<file path="config.mk">
export PLATFORM = sky130hd
export DESIGN_NAME = mem_access_stage_flat
export DESIGN_NICKNAME = d
export VERILOG_FILES = /design/src/rtl/mem_access_stage_if.sv /design/src/rtl/mem_access_stage.sv /design/src/flat_wrapper.sv
export SDC_FILE = /design/constraint.sdc
export NUM_CORES = 1
export LEC_CHECK = 0
export CORE_MARGIN = 2
export CORE_UTILIZATION = 45
export CTS_CLUSTER_DIAMETER = 200
export CTS_CLUSTER_SIZE = 30
export DETAILED_ROUTE_END_ITERATION = 16
export MAX_ROUTING_LAYER = met4
export PLACE_DENSITY = 0.9
export RECOVER_POWER = 100
export SYNTH_ARGS = -nofsm -noshare
export SYNTH_HDL_FRONTEND = slang
export SYNTH_SLANG_ARGS = --single-unit
</file>
<file path="constraint.sdc">
create_clock -name clk_i -period 8.4 [get_ports clk_i]
set_input_delay 1.68 -clock clk_i [delete_from_list [all_inputs] [get_ports clk_i]]
set_output_delay 1.68 -clock clk_i [all_outputs]
set_load 0.05 [all_outputs]
</file>
<file path="src/rtl/mem_access_stage_if.sv">
// Bundle, data-memory and writeback signals of the memory-access stage.
// The "slave" modport is the stage itself; "master" is the surrounding pipeline and memory.
interface mem_access_stage_if;
  // Upstream X->M bundle
  logic        valid_i;
  logic        ready_o;
  logic [63:0] result_i;
  logic [31:0] MuxRes_i;
  logic [3:0]  rd_i;
  logic        RegWrite_i;
  logic        MemWrite_i;
  logic        MemRead_i;
  logic        MemToReg_i;

  // Data-memory port
  logic        dmem_req_o;
  logic        dmem_we_o;
  logic [63:0] dmem_addr_o;
  logic [31:0] dmem_wdata_o;
  logic        dmem_gnt_i;
  logic        dmem_rvalid_i;
  logic [31:0] dmem_rdata_i;

  // Downstream M->W bundle
  logic        valid_o;
  logic        ready_i;
  logic [63:0] wb_data_o;
  logic [3:0]  rd_o;
  logic        RegWrite_o;

  modport slave (
    input  valid_i, result_i, MuxRes_i, rd_i,
    input  RegWrite_i, MemWrite_i, MemRead_i, MemToReg_i,
    output ready_o,
    output dmem_req_o, dmem_we_o, dmem_addr_o, dmem_wdata_o,
    input  dmem_gnt_i, dmem_rvalid_i, dmem_rdata_i,
    output valid_o, wb_data_o, rd_o, RegWrite_o,
    input  ready_i
  );

  modport master (
    output valid_i, result_i, MuxRes_i, rd_i,
    output RegWrite_i, MemWrite_i, MemRead_i, MemToReg_i,
    input  ready_o,
    input  dmem_req_o, dmem_we_o, dmem_addr_o, dmem_wdata_o,
    output dmem_gnt_i, dmem_rvalid_i, dmem_rdata_i,
    input  valid_o, wb_data_o, rd_o, RegWrite_o,
    output ready_i
  );
endinterface

</file>
<file path="src/rtl/mem_access_stage.sv">
// Memory-access pipeline stage: takes one X->M bundle, runs an optional load/store
// on the data-memory port, then holds the writeback bundle until downstream takes it.
module mem_access_stage #(
  parameter bit ClearDataOnReset = 1'b0
) (
  input  logic               clk_i,
  input  logic               reset_ni,
  mem_access_stage_if.slave  bus
);

  typedef enum logic [1:0] {
    IDLE,
    REQ,
    RESP,
    OUT
  } state_e;

  state_e      state_q, state_d;
  logic [63:0] result_q, result_d;
  logic [31:0] muxres_q, muxres_d;
  logic [3:0]  rd_q, rd_d;
  logic        regwrite_q, regwrite_d;
  logic        memwrite_q, memwrite_d;
  logic        memtoreg_q, memtoreg_d;
  logic [63:0] wbdata_q, wbdata_d;
  logic        accept;

  // OUT can hand its bundle downstream and take a new one in the same cycle.
  assign bus.ready_o = reset_ni & ((state_q == IDLE) | ((state_q == OUT) & bus.ready_i));
  assign accept      = bus.valid_i & bus.ready_o;

  always_comb begin
    state_d    = state_q;
    result_d   = result_q;
    muxres_d   = muxres_q;
    rd_d       = rd_q;
    regwrite_d = regwrite_q;
    memwrite_d = memwrite_q;
    memtoreg_d = memtoreg_q;
    wbdata_d   = wbdata_q;

    if (accept) begin
      result_d   = bus.result_i;
      muxres_d   = bus.MuxRes_i;
      rd_d       = bus.rd_i;
      regwrite_d = bus.RegWrite_i;
      memwrite_d = bus.MemWrite_i;
      memtoreg_d = bus.MemToReg_i;
      wbdata_d   = bus.result_i;
      if (bus.MemWrite_i | bus.MemRead_i) begin
        state_d = REQ;
      end else begin
        state_d = OUT;
      end
    end else begin
      case (state_q)
        IDLE: state_d = IDLE;
        // A store with MemRead also set is still a store and never waits for rvalid.
        REQ: begin
          if (bus.dmem_gnt_i) begin
            state_d = memwrite_q ? OUT : RESP;
          end
        end
        RESP: begin
          if (bus.dmem_rvalid_i) begin
            state_d  = OUT;
            wbdata_d = memtoreg_q ? {{32{bus.dmem_rdata_i[31]}}, bus.dmem_rdata_i} : result_q;
          end
        end
        OUT: begin
          if (bus.ready_i) begin
            state_d = IDLE;
          end
        end
        default: state_d = IDLE;
      endcase
    end
  end

  always_ff @(posedge clk_i) begin
    if (!reset_ni) begin
      state_q <= IDLE;
    end else begin
      state_q <= state_d;
    end
  end

  // Data registers are left untouched by reset unless ClearDataOnReset is set.
  always_ff @(posedge clk_i) begin
    if (!reset_ni) begin
      if (ClearDataOnReset) begin
        result_q   <= '0;
        muxres_q   <= '0;
        rd_q       <= '0;
        regwrite_q <= 1'b0;
        memwrite_q <= 1'b0;
        memtoreg_q <= 1'b0;
        wbdata_q   <= '0;
      end
    end else begin
      result_q   <= result_d;
      muxres_q   <= muxres_d;
      rd_q       <= rd_d;
      regwrite_q <= regwrite_d;
      memwrite_q <= memwrite_d;
      memtoreg_q <= memtoreg_d;
      wbdata_q   <= wbdata_d;
    end
  end

  assign bus.dmem_req_o   = (state_q == REQ);
  assign bus.dmem_we_o    = memwrite_q;
  assign bus.dmem_addr_o  = result_q;
  assign bus.dmem_wdata_o = muxres_q;

  assign bus.valid_o    = (state_q == OUT);
  assign bus.wb_data_o  = wbdata_q;
  assign bus.rd_o       = rd_q;
  assign bus.RegWrite_o = regwrite_q;

endmodule

</file>
<file path="src/flat_wrapper.sv">
// flat-port wrapper written by rule: the top's interface ports become plain ports
module mem_access_stage_flat 
#(
  parameter bit ClearDataOnReset = 1'b0
)
  (clk_i, reset_ni, bus_valid_i, bus_result_i, bus_MuxRes_i, bus_rd_i, bus_RegWrite_i, bus_MemWrite_i, bus_MemRead_i, bus_MemToReg_i, bus_ready_o, bus_dmem_req_o, bus_dmem_we_o, bus_dmem_addr_o, bus_dmem_wdata_o, bus_dmem_gnt_i, bus_dmem_rvalid_i, bus_dmem_rdata_i, bus_valid_o, bus_wb_data_o, bus_rd_o, bus_RegWrite_o, bus_ready_i);
  mem_access_stage_if bus_i ();
  input  logic clk_i;
  input  logic reset_ni;
  input wire logic [$bits(bus_i.valid_i)-1:0] bus_valid_i;
  input wire logic [$bits(bus_i.result_i)-1:0] bus_result_i;
  input wire logic [$bits(bus_i.MuxRes_i)-1:0] bus_MuxRes_i;
  input wire logic [$bits(bus_i.rd_i)-1:0] bus_rd_i;
  input wire logic [$bits(bus_i.RegWrite_i)-1:0] bus_RegWrite_i;
  input wire logic [$bits(bus_i.MemWrite_i)-1:0] bus_MemWrite_i;
  input wire logic [$bits(bus_i.MemRead_i)-1:0] bus_MemRead_i;
  input wire logic [$bits(bus_i.MemToReg_i)-1:0] bus_MemToReg_i;
  output wire logic [$bits(bus_i.ready_o)-1:0] bus_ready_o;
  output wire logic [$bits(bus_i.dmem_req_o)-1:0] bus_dmem_req_o;
  output wire logic [$bits(bus_i.dmem_we_o)-1:0] bus_dmem_we_o;
  output wire logic [$bits(bus_i.dmem_addr_o)-1:0] bus_dmem_addr_o;
  output wire logic [$bits(bus_i.dmem_wdata_o)-1:0] bus_dmem_wdata_o;
  input wire logic [$bits(bus_i.dmem_gnt_i)-1:0] bus_dmem_gnt_i;
  input wire logic [$bits(bus_i.dmem_rvalid_i)-1:0] bus_dmem_rvalid_i;
  input wire logic [$bits(bus_i.dmem_rdata_i)-1:0] bus_dmem_rdata_i;
  output wire logic [$bits(bus_i.valid_o)-1:0] bus_valid_o;
  output wire logic [$bits(bus_i.wb_data_o)-1:0] bus_wb_data_o;
  output wire logic [$bits(bus_i.rd_o)-1:0] bus_rd_o;
  output wire logic [$bits(bus_i.RegWrite_o)-1:0] bus_RegWrite_o;
  input wire logic [$bits(bus_i.ready_i)-1:0] bus_ready_i;
  assign bus_i.valid_i = bus_valid_i;
  assign bus_i.result_i = bus_result_i;
  assign bus_i.MuxRes_i = bus_MuxRes_i;
  assign bus_i.rd_i = bus_rd_i;
  assign bus_i.RegWrite_i = bus_RegWrite_i;
  assign bus_i.MemWrite_i = bus_MemWrite_i;
  assign bus_i.MemRead_i = bus_MemRead_i;
  assign bus_i.MemToReg_i = bus_MemToReg_i;
  assign bus_ready_o = bus_i.ready_o;
  assign bus_dmem_req_o = bus_i.dmem_req_o;
  assign bus_dmem_we_o = bus_i.dmem_we_o;
  assign bus_dmem_addr_o = bus_i.dmem_addr_o;
  assign bus_dmem_wdata_o = bus_i.dmem_wdata_o;
  assign bus_i.dmem_gnt_i = bus_dmem_gnt_i;
  assign bus_i.dmem_rvalid_i = bus_dmem_rvalid_i;
  assign bus_i.dmem_rdata_i = bus_dmem_rdata_i;
  assign bus_valid_o = bus_i.valid_o;
  assign bus_wb_data_o = bus_i.wb_data_o;
  assign bus_rd_o = bus_i.rd_o;
  assign bus_RegWrite_o = bus_i.RegWrite_o;
  assign bus_i.ready_i = bus_ready_i;
  mem_access_stage #(.ClearDataOnReset(ClearDataOnReset)) u_core (.clk_i(clk_i), .reset_ni(reset_ni), .bus(bus_i));
endmodule
</file>
==> impl_metrics.py, run 1 <==
# Generated from Yosys and OpenROAD reports
metrics = {
    "outcome": {
        "outcome": "finished with violations",
        "violations": "capacitance limit, slew limit",
    },
    "synth": {
        "topCombFamilyByArea": "simple AND/OR/NAND/NOR gates",
        "synth_top_cell_by_count": "edfxtp_1",
        "ys_cells": 424,
        "ff_type": "edfxtp_1",
        "mux_share": 0.0464,
        "ys_sh_adder": 0.00749,
        "synth_warnings": 0,
        "synthCells": 424,
        "xor_share": 0,
        "synth_area_mm2": 0.00669,
        "async_flop_share": 0,
        "syn_nets": 570,
        "aoi_share": 0.0717,
    },
    "floorplan": {
        "fp_util": 0.460,
        "core_area_mm2": 0.0145,
        "die_h_um": 126,
    },
    "critical_path": {
        "startpoint": "bus_ready_i",
        "reg2reg_slack_ns": 3.41,
        "timing.rr.end": "u_core.bus.wb_data_o[0]",
        "critical-path-top-delay-family": "simple AND/OR/NAND/NOR gates",
        "cp.arrival_ns": 5.71,
        "cp_slowest_cell": "nand2_1",
        "critPathBufInv": 2,
        "crit_chain": "dlygate4sd3_1 > a21oi_1 > buf_4 > or2_4 > nand2_1",
        "crit_fanout": 68,
    },
    "sta": {
        "hold_violations": 0,
        "finalCriticalPeriod_ns": 6.16,
        "rsz0062_at_grt": "false",
        "fmax_ghz": 0.162,
        "drv_slew": 65,
        "worst_slew_pin_slew_ns": 2.68,
        "slew_headroom": -0.794,
        "tns_ns": 0,
        "finalSetupViolCount": 0,
    },
    "clock_tree": {
        "clockRootBuffer": "clkbuf_16",
        "cts_resized": 0,
        "cts_tree": "yes",
        "numCtsBuffers": 17,
        "postCtsSetupRepairBufs": 0,
        "clock-sinks": 169,
    },
    "pwr": {
        "comb_cell_power_mw": 1.14,
        "pg_clk_uw": 765,
        "pg_seq_mw": 1.21,
        "p_clk_frac": 0.246,
        "p_per_area_mw_per_mm2": 299,
        "p_int_mw": 1.92,
    },
    "min_path": {
        "hold_depth": 2,
        "whs_endpoint": "u_core.state_q[1]",
    },
    "detailed_routing": {
        "postRouteAntennaNets": 0,
        "drt_iter0_markers": 298,
        "viasPerCell": 5.41,
        "first_pass_iters": 5,
    },
    "layout": {
        "seqCellArea_mm2": 0.00505,
        "signal_buffers": 314,
        "fin_area_mm2": 0.0104,
        "bufAreaShareNonClock": 0.301,
        "fin_cells": 922,
        "num-multi-input-gates": 219,
        "insertedDiodeCount": 1,
        "lay_top_count": "dlygate4sd3_1",
        "mi_logic_area_mm2": 0.00140,
        "clkCellAreaFrac": 0.0547,
        "final_cell_mix": "dlygate4sd3_1, edfxtp_1, nor3_1",
        "syn_to_final_growth_pct": 55.7,
    },
    "global_route": {
        "grt_start_max_net_pins": 69,
        "grt_pass1_wl_mm": 29.4,
    },
    "run": {
        "cap_violations": 1,
        "tool_warnings": 29,
    },
    "placement": {
        "io_buffers": 310,
        "dp_cells": 890,
    },
}
-- run 1: state kept, by name, indices dropped and copies added (netlist names) --
register	cells
u_core.bus.dmem_we_o	1
u_core.state_q	2
u_core.bus.dmem_wdata_o	32
u_core.bus.rd_o	4
u_core.memtoreg_q	1
u_core.bus.RegWrite_o	1
u_core.bus.dmem_addr_o	64
u_core.bus.wb_data_o	64
-- run 1: per-layer routing --
layer  GRT usage  part of all wire
met5           -                 0
met4      0.0995             0.029
met3      0.0633             0.076
met2       0.429              0.53
met1       0.282              0.37
-- run 1: metrics by stage --
step	utilization	hold WS [ns]	power [mW]
final	0.716	0.574	3.11
after detailed placement	0.682	0.577	2.44
after global placement	0.682	0.539	2.40
after global routing	0.716	0.607	3.22
after CTS	0.721	0.588	3.20
after floorplan	-	0.521	2.01
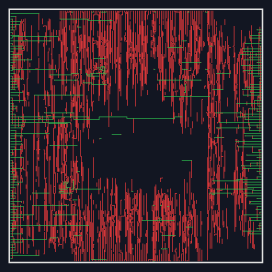
Figure 1: run 1, routed metal, one color a layer.
Scale: 2 px per um. Only two layers are drawn.
metal 2 -> red  # wire length 10300 um
metal 3 -> green  # wire length 1490 um
Global Route Usage Sum: 0.251
final WL: 19.4 mm
via count: 4989
WL per Instance: 21.1 um

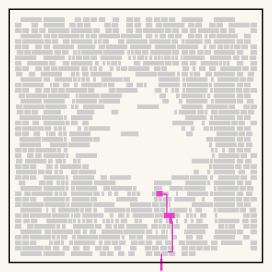
Figure 2: run 1, I/O nets highlighted.
Scale: 2 px per um.
reset_ni -> magenta  # bits 1, direction input, edge bottom, end cells 5, buffers 1, wire 42.5 um

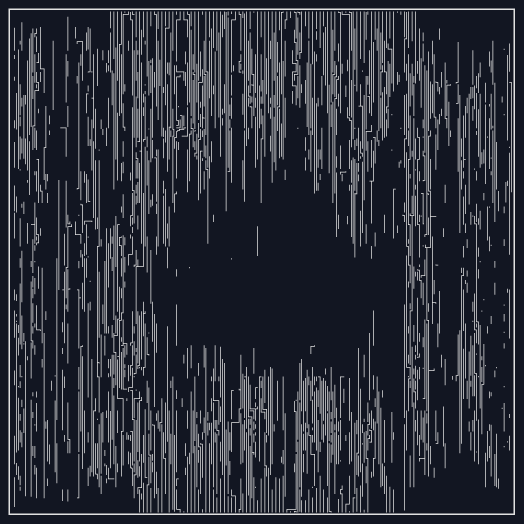
Figure 3: run 1, metal 2.
Scale: 4 px per um.
share of all routed wire = 53%
main direction = vertical
longest straight run = 49.6 um
nets with wire on the layer = 807
met2 usage: 0.429

Figure 4. Pin map (run 1).
Scale: 4 px per um. Pins as bars across the die edge, other pins in gray.
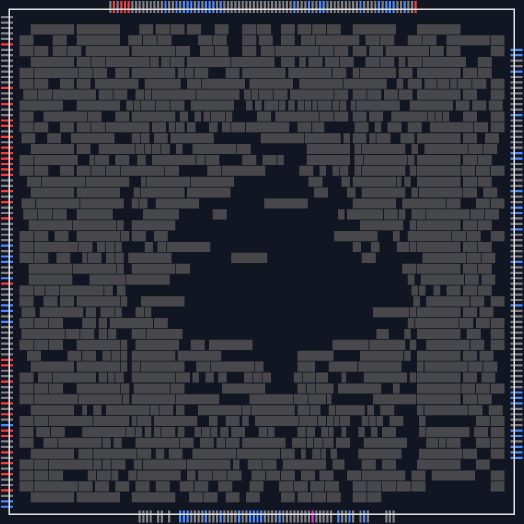

## Run 2: what changed since run 1
- CORE_UTILIZATION: 45 -> 41
- PLACE_DENSITY: 0.9 -> 0.83
- clock period: 8.4 -> 5.9 ns (I/O delays scaled with it)
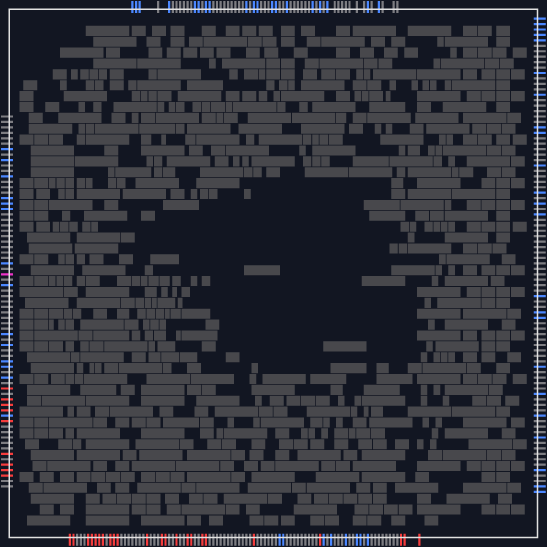
Figure 5: run 2, pin map.
Scale: 4 px per um. Pins as bars across the die edge, other pins in gray.
bus_dmem_addr_o -> blue  # pins 64, direction output, edge 23 right, 19 top, 14 left, 8 bottom
bus_MuxRes_i -> red  # pins 32, direction input, edge 23 bottom, 9 left
reset_ni -> magenta  # pins 1, direction input, edge left
all pins by edge = 93 bottom, 88 right, 69 left, 61 top
Die W: 132 um
Port Buffer Count: 310
Die Y: 132 um

==> impl_metrics.py, run 2 <==
# Generated from Yosys and OpenROAD reports
metrics = {
    "global_route": {
        "grt_usage": 0.230,
        "met3_usage": 0.0706,
        "met2_usage": 0.385,
        "grt_pass1_wl_mm": 29.8,
        "grtUsageMet1": 0.271,
        "grt_start_max_net_pins": 67,
    },
    "pwr": {
        "finalPower_mw": 4.38,
        "p_per_area_mw_per_mm2": 420,
    },
    "sta": {
        "hold_violations": 0,
        "finalSetupViolCount": 0,
        "finalCriticalPeriod_ns": 4.35,
        "hold_slack_ns": 0.602,
        "worst_slew_pin_slew_ns": 1.60,
        "drv_slew": 129,
        "rsz0062_at_grt": "false",
        "fmax_ghz": 0.230,
        "period_used_share": 0.737,
        "slew_headroom": -0.0700,
    },
    "synth": {
        "ff_type": "edfxtp_1",
        "async_flop_share": 0,
        "synth_warnings": 0,
        "synthCells": 424,
        "synthTopCellsByArea": "edfxtp_1, nor3_1, mux2i_1",
        "ys_cells": 424,
        "synth_area_mm2": 0.00669,
        "synth_top_cell_by_count": "edfxtp_1",
        "syn_nets": 570,
    },
    "layout": {
        "largest_class": "sequential cells",
        "clkCellAreaFrac": 0.0530,
        "lay_top_count": "dlygate4sd3_1",
        "signal_buffers": 315,
        "mi_logic_area_mm2": 0.00139,
        "bufAreaShareNonClock": 0.301,
        "utilization": 0.656,
        "syn_to_final_growth_pct": 55.9,
        "sh_seq_area": 0.485,
        "insertedDiodeCount": 2,
        "final_cell_mix": "dlygate4sd3_1, edfxtp_1, nor3_1",
        "seqCellArea_mm2": 0.00505,
        "fin_cells": 957,
        "nNonClkInverters": 4,
    },
    "critical_path": {
        "crit_chain": "dlygate4sd3_1 > a21oi_1 > buf_4 > or2_0 > inv_4 > clkbuf_2",
        "crit_type": "in2reg",
        "critical-path-top-delay-family": "buffers and inverters",
        "worst_path_largest_cell_delay_ns": 1.25,
        "cp_slowest_cell": "clkbuf_2",
        "crit_fanout": 66,
        "critPathBufInv": 4,
    },
    "clock_tree": {
        "clockRootBuffer": "clkbuf_16",
        "numCtsBuffers": 17,
        "cts_resized": 0,
        "postCtsSetupRepairBufs": 0,
        "clock-sinks": 169,
        "cts_tree": "yes",
        "clkTransAtPathRegs_ns": 0.07,
    },
    "min_path": {
        "hold_depth": 2,
    },
    "floorplan": {
        "fp_util": 0.421,
        "core_area_mm2": 0.0159,
    },
    "outcome": {
        "violations": "capacitance limit, slew limit",
        "outcome": "finished with violations",
    },
    "detailed_routing": {
        "wl_met2_mm": 10.2,
        "postRouteAntennaNets": 0,
        "drt_iter0_markers": 298,
        "vias": 4932,
        "routed_wirelength_mm": 19.4,
        "first_pass_iters": 5,
        "wl_met3_mm": 1.46,
        "dr.max_layer_used": "met4",
        "routedWlPerCell_um": 20.2,
        "viasPerCell": 5.15,
    },
    "placement": {
        "preCtsSetupSlack_ns": 1.75,
        "dp_cells": 923,
    },
    "run": {
        "tool_warnings": 29,
        "cap_violations": 2,
    },
}
## run 2: kinds of logic after synthesis
family | after synthesis | share of synthesized area
AND-OR/OR-AND | 70 | 0.0717
buffers and inverters | 36 | 0.0264
adder cells (fa/ha/maj) | 4 | 0.00749
multiplexers | 31 | 0.0464
AND/OR/NAND/NOR | 114 | 0.0919
flip-flops | 169 | 0.756
## run 2: final timing paths
path | from | endpoint | slack (ns)
worst max-delay path | bus_ready_i | u_core.bus.RegWrite_o | 1.55
worst min-delay path | u_core.state_q[1] | u_core.state_q[1] | 0.60
worst max register to register | u_core.state_q[1] | u_core.bus.RegWrite_o | 2.21
worst min register to register | u_core.state_q[1] | u_core.state_q[1] | 0.60
## run 2: report_power, final
group          total, mW  switching, mW  internal, mW
registers           1.71         0.0728          1.63
clock network       1.05          0.462         0.583
logic               1.62           1.19         0.433
No activity file was given, so power comes from the tool's default toggle rates.
